Figure 1. A small window of the routed layout (run 1).
Region (1, 27) to (26, 52) µm. Cells in grey, sequential cells in the stronger grey; small squares are vias.
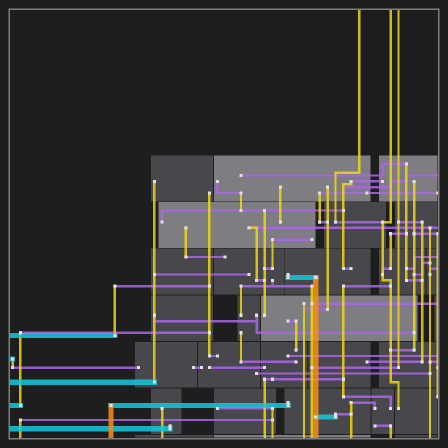
Figure 2. Routing congestion map (run 1).
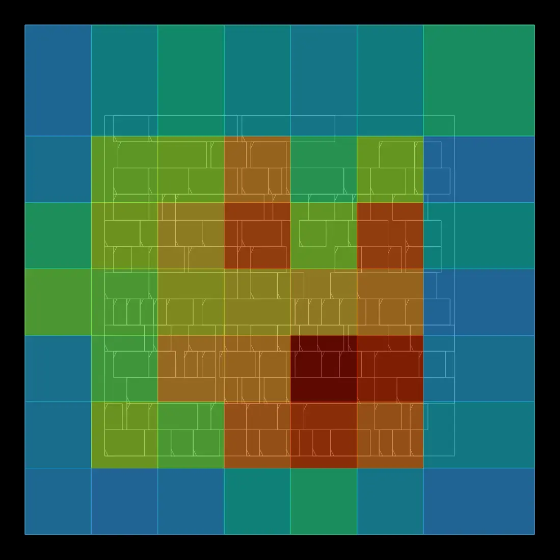
Figure 3. Cells by drive strength (run 1).
(8 px per µm)
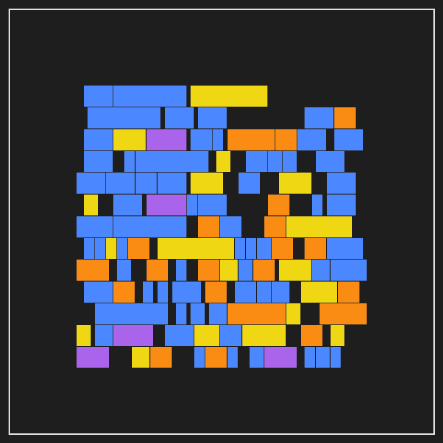
--- src/rtl/stream_mux_rr.sv ---
// stream_mux_rr: N-channel valid/ready stream mux with fixed or round-robin select and a registered output stage.
module stream_mux_rr #(
  parameter int WIDTH = 2,
  parameter int NCH   = 4,
  parameter int SELW  = $clog2(NCH)
) (
  input  logic                 clk,
  input  logic                 rst_n,
  input  logic [NCH*WIDTH-1:0] in_data,
  input  logic [NCH-1:0]       in_valid,
  output logic [NCH-1:0]       in_ready,
  input  logic                 mode,
  input  logic [SELW-1:0]      sel,
  output logic [WIDTH-1:0]     out_data,
  output logic                 out_valid,
  input  logic                 out_ready,
  output logic [SELW-1:0]      out_ch
);
  logic [WIDTH-1:0] out_data_q, out_data_d;
  logic [SELW-1:0]  out_ch_q, out_ch_d;
  logic             out_valid_q, out_valid_d;
  logic [SELW-1:0]  last_q, last_d;
  logic [SELW-1:0]  grant, rr_idx;
  logic             grant_vld, load;
  // Scan offsets from farthest to nearest so the channel closest after last wins.
  always_comb begin
    grant_vld = 1'b0;
    grant     = '0;
    rr_idx    = '0;
    if (mode) begin
      for (int i = NCH - 1; i >= 0; i--) begin
        rr_idx = SELW'((int'(last_q) + 1 + i) % NCH);
        if (in_valid[rr_idx]) begin
          grant_vld = 1'b1;
          grant     = rr_idx;
        end
      end
    end else if (int'(sel) < NCH) begin
      grant_vld = in_valid[sel];
      grant     = sel;
    end
  end
  always_comb begin
    load        = !out_valid_q || out_ready;
    in_ready    = (rst_n && load && grant_vld) ? NCH'(1) << grant : '0;
    out_data_d  = out_data_q;
    out_ch_d    = out_ch_q;
    out_valid_d = out_valid_q;
    last_d      = last_q;
    if (load && grant_vld) begin
      out_data_d  = in_data[int'(grant)*WIDTH +: WIDTH];
      out_ch_d    = grant;
      out_valid_d = 1'b1;
      last_d      = grant;
    end else if (load) begin
      out_valid_d = 1'b0;
    end
  end
  always_ff @(posedge clk or negedge rst_n) begin
    if (!rst_n) begin
      out_data_q  <= '0;
      out_ch_q    <= '0;
      out_valid_q <= 1'b0;
      last_q      <= SELW'(NCH - 1);
    end else begin
      out_data_q  <= out_data_d;
      out_ch_q    <= out_ch_d;
      out_valid_q <= out_valid_d;
      last_q      <= last_d;
    end
  end
  assign out_data  = out_data_q;
  assign out_ch    = out_ch_q;
  assign out_valid = out_valid_q;
endmodule

--- config.mk ---
export PLATFORM = sky130hd
export DESIGN_NAME = stream_mux_rr
export DESIGN_NICKNAME = d
export VERILOG_FILES = /design/src/rtl/stream_mux_rr.sv
export SDC_FILE = /design/constraint.sdc
export NUM_CORES = 1
export LEC_CHECK = 0
export CAP_MARGIN = 20
export CORE_MARGIN = 8
export CORE_UTILIZATION = 41
export CTS_BUF_LIST = sky130_fd_sc_hd__clkbuf_8
export CTS_CLUSTER_SIZE = 24
export DETAILED_ROUTE_END_ITERATION = 10
export PLACE_DENSITY = 0.88
export SKIP_CTS_REPAIR_TIMING = 1
export SYNTH_ARGS = -nofsm -noshare
export SYNTH_HDL_FRONTEND = slang
export SYNTH_SLANG_ARGS = --single-unit
--- constraint.sdc ---
create_clock -name clk -period 3.45 [get_ports clk]
set_input_delay 1.035 -clock clk [delete_from_list [all_inputs] [get_ports clk]]
set_output_delay 1.035 -clock clk [all_outputs]
set_load 0.01 [all_outputs]
==> results.txt, run 1 <==
flow finished, numbers: Core Area 0.00128 mm², fraction of layout cells with a size suffix above 1 40.7%, Comb gate area 392 µm², Lkg Pwr 0.495 nW, peak supply drop 0.000299 V, setup TNS 0 ns, instance area at placement 936 µm², final hold violations 0, first-pass GRT wire length 3240 µm, Tap Cells 15, RSZ-0062 raised after global routing false, Die Width 52.9 µm, Worst Hold Slack 0.506 ns, chip area line of the yosys report 559 µm², Signal buf overhead 35.9%, via count 671, CP endpoint kind output pin, Synth Area per Inst 9.02 µm², Clk. pwr 0.112 mW, count of pins over their slew limit 0, cts bufs inserted 3, Init Core Util 43.5%, Top FF cell, synth dfrtp_1, clk root buf clkbuf_8, Switching Power 0.133 mW, DRT iter0 DRCs 12, DRC violations left 0, #FFs+latches synth 7, critical path required time 2.41 ns, Late-Pin Clk Latency 0.23 ns, DR pass1 iterations 4, Clock-cell share 4.46%, clkbuf count 3, vias per cell 5.46, NumNets Final 127, most numerous logic cells after layout buf_4 (17), clkdlybuf4s50_1 (15), nor2_1 (11), dfrtp_1 (5), Biggest Area Class combinational gates, combinational power 0.190 mW, Tmin final 3.41 ns, EDFF count, synth 0, Final setup viols 0, chip area 0.00280 mm², Pwr Total 0.427 mW, relative slew slack 83.7%, largest net degree at the start of global routing 8, grt total ovfl 0, Non-clk invs 4, grt met3 use 6.44%, vias in the first global route 704, post-route clock skew 0.000374 ns, Reg clk slew, reported paths 0.04 ns, Reg area 178 µm², outcome complete, no violations, synthesized cell area 559 µm², Num Clock Sinks 7, yosys warns 0, Yosys Instances 62, Slew @ Worst Pin 0.243 ns, Commonest Layout Cell buf_4, Power Internal 0.294 mW, Rows 13, fmax 293 MHz, startpoint types input port, Die Height 52.9 µm, sequential power 0.125 mW, Async SR Flop Fraction 100%, combinational share of cell area 38.7%, count of multi-input gates 51, # Max-Cap Violations 0, CP arrival 2.37 ns, Synth Net Count 80, n_diodes 0, GR Util met2 25.0%, count of tool warnings 26, num ports 27, GP Congestion 0.740, Flop pwr share 29.2%, number of library cell types mapped by synthesis 26, PortBufs 26, combinational power share 44.4%, final worst-path cycle share 98.8%, Seq Cell Count 7, PwrDens 422 mW/mm², crit-path max FO 5, type of the tightest min-delay check reg2reg, worst setup path class in2out, Layout Cells excl Fill 123, Sw Share 31.2%, DRT antenna net count 0, clock group share of total power 26.3%, pre-CTS WS -0.881 ns, flop share of the area 17.6%, initial antenna violation count 0, final WL 2030 µm, Main power group combinational cells, # placed instances 116, CTS H-tree depth 1, CTS tree built, sequential share of the synthesized area 31.8%, clk buf depth 2, layout filler cell count 92, Final HPWL DP 1600 µm, GRT busiest layer met2, Cells after Synth 62
About Figure 1:
[orange] M4
[cyan] M3
[purple] M1
[yellow] M2
most frequent: clkdlybuf4s50_1 (8), nor2_1 (3), dfrtp_1 (3)
cells with their middle in the window: 23
sequential cells in the window: 3
netlist names of flops here include: `out_data` (2), `out_ch` (1)

About Figure 2:
met1 Usage GRT: 15.7%
WL per Instance: 16.5 µm
Finished Core Util: 78.7%
GRT Total Usage: 15.4%

About Figure 3:
[purple] x6 and larger | cells: 5 | share: 4.6%
[yellow] x2 | cells: 18 | share: 17%
[blue] x1 and smaller | cells: 64 | share: 59%
[orange] x3 and x4 | cells: 21 | share: 19%
Final WS setup: 0.0401 ns
synthesis-to-finish area growth: 80.8%
Signal buffers: 42
design area: 0.00101 mm²

==> run 1: path summary, 6_finish.rpt <==
check	start	end	slack, ns	cells past startpoint
worst max-delay path	in_valid[0]	in_ready[0]	0.04	7
min in group asynchronous	rst_n	out_valid	1.17	2
worst min-delay path	out_ch[0]	out_ch[0]	0.51	1
max in group asynchronous	rst_n	last_q[0]	2.07	2
worst max register to register	last_q[1]	out_data[0]	1.50	7
worst min register to register	out_ch[0]	out_ch[0]	0.51	1
==> run 1: kinds of logic (layout without fill, tap and decap cells) <==
group	after synthesis	in the layout	share of synthesized area, %
mux	9	9	19.9
buf+inv	4	50	2.68
simple gates	23	23	19.5
compound gates	19	19	26.2
flops	7	7	31.8
==> run 1: worst max-delay path, cell delays in order <==
cell and delay, ns:
clkbuf_2 0.13, mux4_2 0.51, o21ai_4 0.19, a21o_1 0.15, nor2_2 0.06, and3_1 0.15, buf_2 0.14
==> run 1: layer usage <==
| layer | share of wire (%) | routed length [µm] |
|---|---|---|
| met2 | 50 | 1020 |
| met1 | 39 | 797 |
| met4 | 3.4 | 70 |
| met5 | 0 | 0 |
| met3 | 7.3 | 148 |
==> run 1: synthesized netlist by cell type (2+ instances only) <==
master / instances / area, µm²
dfstp_2: 2 / 52.6
o21ai_0: 4 / 20.0
nor2_1: 12 / 45.0
mux2_2: 4 / 45.0
a211oi_1: 4 / 30.0
inv_1: 4 / 15.0
nand2b_1: 2 / 12.5
dfrtp_1: 5 / 125
mux2i_1: 4 / 40.0
nand2_1: 2 / 7.51
a21oi_1: 3 / 15.0
nand3_1: 2 / 10.0
==> run 1: sequential cells by signal, indices dropped and copies added, names as in the netlist <==
name / flops
out_ch: 2
out_valid: 1
out_data: 2
last_q: 2
Figure 4. Placed cells, one colour a class (run 1).
(8 px per µm)
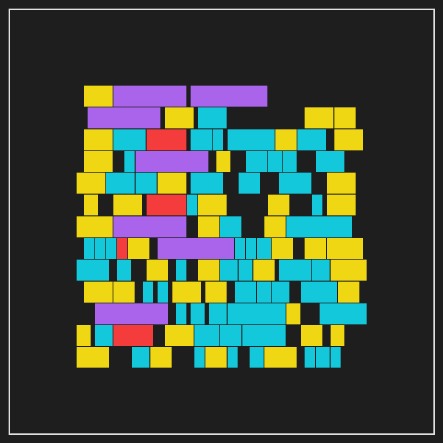

--- run 2 (diff from run 1) ---
SETUP_SLACK_MARGIN = 0.4   (was default)
Figure 5. Placed cells, one colour a class (run 2).
(8 px per µm)
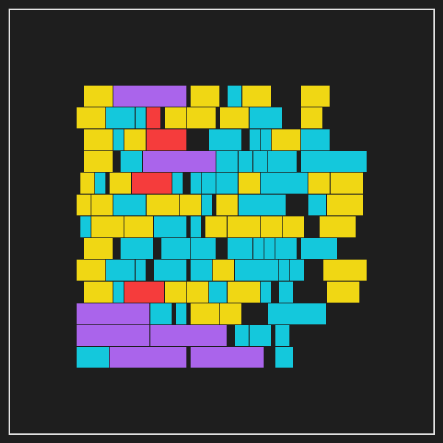
[yellow] remaining buffers and delay cells | cells: 42 | share of their area: 37%
[red] clock drivers and dummy loads | cells: 4 | share of their area: 4.5%
[purple] sequential cells | cells: 7 | share of their area: 17%
[cyan] remaining logic cells | cells: 55 | share of their area: 41%
Finished Core Util: 82.1%
Rows: 13
flop share of the area: 16.8%

Figure 6. A small window of the routed layout (run 2).
Region (1, 27) to (26, 52) µm. Cells in grey, sequential cells in the stronger grey; small squares are vias.
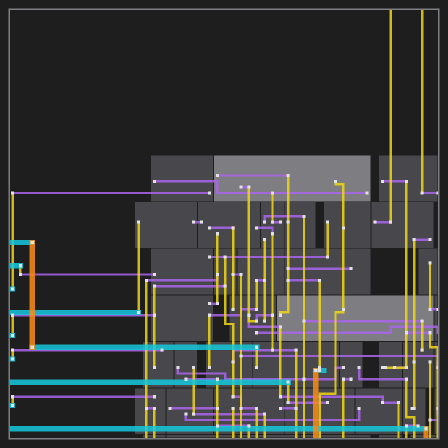
[purple] M1
[yellow] M2
[cyan] M3
[orange] M4
netlist names of flops here include: `out_data` (1), `out_valid` (1)
sequential cells in the window: 2
most frequent: clkdlybuf4s50_1 (6), buf_4 (5), nor2_1 (4)
cells with their middle in the window: 29

==> run 2 against run 1 <==
Compared with the run above:
- sequential share of layout area fell by 0.73 points
- combinational power rose by 7%
- non-clock buffer count did not move
- worst hold slack improved by 0.0090 ns
- via count rose by 1.9%
- critical endpoint is now in_ready[1]
- largest cell class unchanged
- highest routed layer unchanged
==> results.txt, run 2 <==
flow finished, numbers: outcome complete, no violations (unchanged), Lkg Pwr 0.486 nW (was 0.495 nW), Main logic family AND-OR/OR-AND gates (unchanged), Yosys Instances 62 (unchanged), first-pass GRT wire length 3130 µm (was 3240 µm), critical path required time 2.41 ns (about the same), crit-path max cell delay 0.50 ns (was 0.51 ns), clk buf depth 2 (unchanged), clk root buf clkbuf_8 (unchanged), Synth Net Count 80 (unchanged), synthesized cell area 559 µm² (unchanged), Commonest Layout Cell buf_4 (unchanged), type of the tightest min-delay check reg2reg (unchanged), vias per cell 5.56 (was 5.46), WL per Instance 16.3 µm (was 16.5 µm), DR pass1 iterations 4 (unchanged), final worst-path cycle share 96.0% (was 98.8%), fmax 302 MHz (was 293 MHz), GRT Total Usage 14.7% (was 15.4%), sequential share of the synthesized area 31.8% (unchanged), crit-path max FO 6 (was 5), top post-synthesis cells by count nor2_1 (12), dfrtp_1 (5) (unchanged), xor+xnor area frac 0% (unchanged), EDFF count, synth 0 (unchanged), Worst Hold Slack 0.515 ns (was 0.506 ns), yosys warns 0 (unchanged), CP arrival 2.28 ns (was 2.37 ns), CP Launch Point in_valid[3] (was in_valid[0]), post-route clock skew 0.00428 ns (was 0.000374 ns), chip area line of the yosys report 559 µm² (unchanged), PwrDens 421 mW/mm² (was 422 mW/mm²), Final setup viols 0 (unchanged), DRT iter0 DRCs 11 (was 12), chip area 0.00280 mm² (unchanged), setup TNS 0 ns (unchanged), fraction of layout cells with a size suffix above 1 44.4% (was 40.7%), simple share 19.5% (unchanged), FF-to-FF End out_data[0] (unchanged), startpoint types input port (unchanged), worst setup path class in2out (unchanged), Synth Area per Inst 9.02 µm² (unchanged), Reg clk slew, reported paths 0.04 ns (about the same), number of library cell types mapped by synthesis 26 (unchanged), synth top area cells dfrtp_1 (22%), dfstp_2 (9.4%), mux2_2 (8.1%) (unchanged), most numerous logic cells after layout buf_4 (16), clkdlybuf4s50_1 (15), nor2_1 (11), buf_6 (6), dfrtp_1 (5) (was buf_4 (17), clkdlybuf4s50_1 (15), nor2_1 (11), dfrtp_1 (5)), final hold violations 0 (unchanged), Largest type area fraction 22.4% (unchanged), # placed instances 114 (was 116), RSZ-0062 raised after global routing true (was false), Slew @ Worst Pin 0.282 ns (was 0.243 ns), Tmin final 3.31 ns (was 3.41 ns), NumNets Final 127 (unchanged), post-synthesis adder-cell area fraction 0% (unchanged), count of pins over their slew limit 0 (unchanged), DRC violations left 0 (unchanged), synthesis-to-finish area growth 88.6% (was 80.8%), Num Clock Sinks 7 (unchanged), R2R Path Start last_q[1] (unchanged), Reg2Reg Setup Slack 1.46 ns (was 1.50 ns), count of tool warnings 28 (was 26), CP endpoint kind output pin (unchanged), DRT antenna net count 0 (unchanged), peak supply drop 0.000401 V (was 0.000299 V), grt total ovfl 0 (unchanged), # Max-Cap Violations 0 (unchanged), worst r2r path cells 7 (unchanged), cts bufs inserted 3 (unchanged), Layout Cells excl Fill 123 (unchanged), num ports 27 (unchanged), n_diodes 0 (unchanged), count leader, synth nor2_1 (unchanged), crit path to in_ready[1] (was in_ready[0]), Top FF cell, synth dfrtp_1 (unchanged), Compound Share, Synth 26.2% (unchanged), PortBufs 26 (unchanged), worst-path cell chain buf_8, mux4_2, o21ai_4, a21o_1, nor2_4, and3_4, buf_6 (was clkbuf_2, mux4_2, o21ai_4, a21o_1, nor2_2, and3_1, buf_2), Late-Pin Clk Latency 0.23 ns (about the same), GP Congestion 0.832 (was 0.740), layout filler cell count 69 (was 92), Final HPWL DP 1510 µm (was 1600 µm), #FFs+latches synth 7 (unchanged), Die Height 52.9 µm (unchanged), Core Area 0.00128 mm² (unchanged), Async SR Flop Fraction 100% (unchanged), Init Core Util 43.5% (unchanged), vias in the first global route 749 (was 704), CTS tree built (unchanged), slowest cell on the critical path mux4_2 (unchanged), relative slew slack 81.1% (was 83.7%), CTS H-tree depth 1 (unchanged), largest net degree at the start of global routing 8 (unchanged), Pwr Total 0.444 mW (was 0.427 mW), initial antenna violation count 0 (unchanged), Die Width 52.9 µm (unchanged), Synth mux share 19.9% (unchanged), Cells after Synth 62 (unchanged), Yosys top cell by area dfrtp_1 (unchanged)
Figure 7. Met1 routing (run 2).
(10 px per µm)
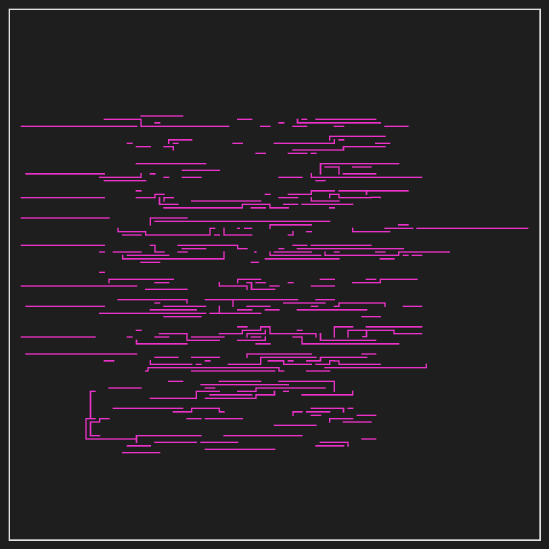
share of all routed wire: 42%
nets with wire on the layer: 114
wire length on this layer: 840 µm
via count: 684
final WL: 2000 µm

==> run 2: layout make-up <==
class                   instances  area, µm²  area share [%]
multi-input cells              51        409            38.8
repair buffers                 42        388            36.8
flip-flops and latches          7        178            16.8
clock buffers                   3       41.3            3.91
well taps                      15       18.8            1.78
inverters                       4       15.0            1.42
clock inverters                 1       5.00           0.474
==> run 2: critical path: cells and delay by family <==
kind | cells | cell delay [ns]
and+or+nand+nor | 2 | 0.19
buffers and inverters | 2 | 0.22
AOI/OAI and AO/OA | 2 | 0.32
muxes | 1 | 0.50
==> run 2: routing by layer <==
metal / vias up / GRT usage [%] / part of all wire [%]
li1: 320 / - / -
met3: 8 / 5.32 / 7.2
met1: 331 / 14.4 / 42
met4: 0 / 6.90 / 2.5
met5: - / 0 / 0
met2: 25 / 26.4 / 48
==> run 2: metrics by stage <==
step | instance area, µm² | setup WS [ns]
detailed placement | 943 | -0.771
global placement | 943 | -0.700
global route | 1050 | 0.0994
finish | 1050 | 0.140
floorplan | 582 | 0.331
CTS | 990 | -0.784
==> run 2: power by group <==
part	switching [mW]	leakage [nW]	internal, mW	total [mW]
registers	0.0191	0.0756	0.107	0.126
clock network	0.0352	0.0255	0.0781	0.113
logic	0.0852	0.385	0.119	0.204
==> run 2: worst min-delay path by stage <==
stage,startpoint,end,slack (ns),cells past startpoint
finish,out_ch[0],out_ch[0],0.51,1
CTS,out_ch[0],out_ch[0],0.52,1
floorplan,last_q[1],last_q[1],0.51,2
detailed placement,out_ch[1],out_ch[1],0.50,2
global route,out_ch[0],out_ch[0],0.52,1
global placement,out_ch[1],out_ch[1],0.49,2
==> run 2: cells by family after synthesis <==
logic type             after synthesis
AND/OR/NAND/NOR                     23
AND-OR/OR-AND                       19
multiplexers                         9
flip-flops                           7
buffers and inverters                4
Power is estimated from default activity; no workload was simulated.
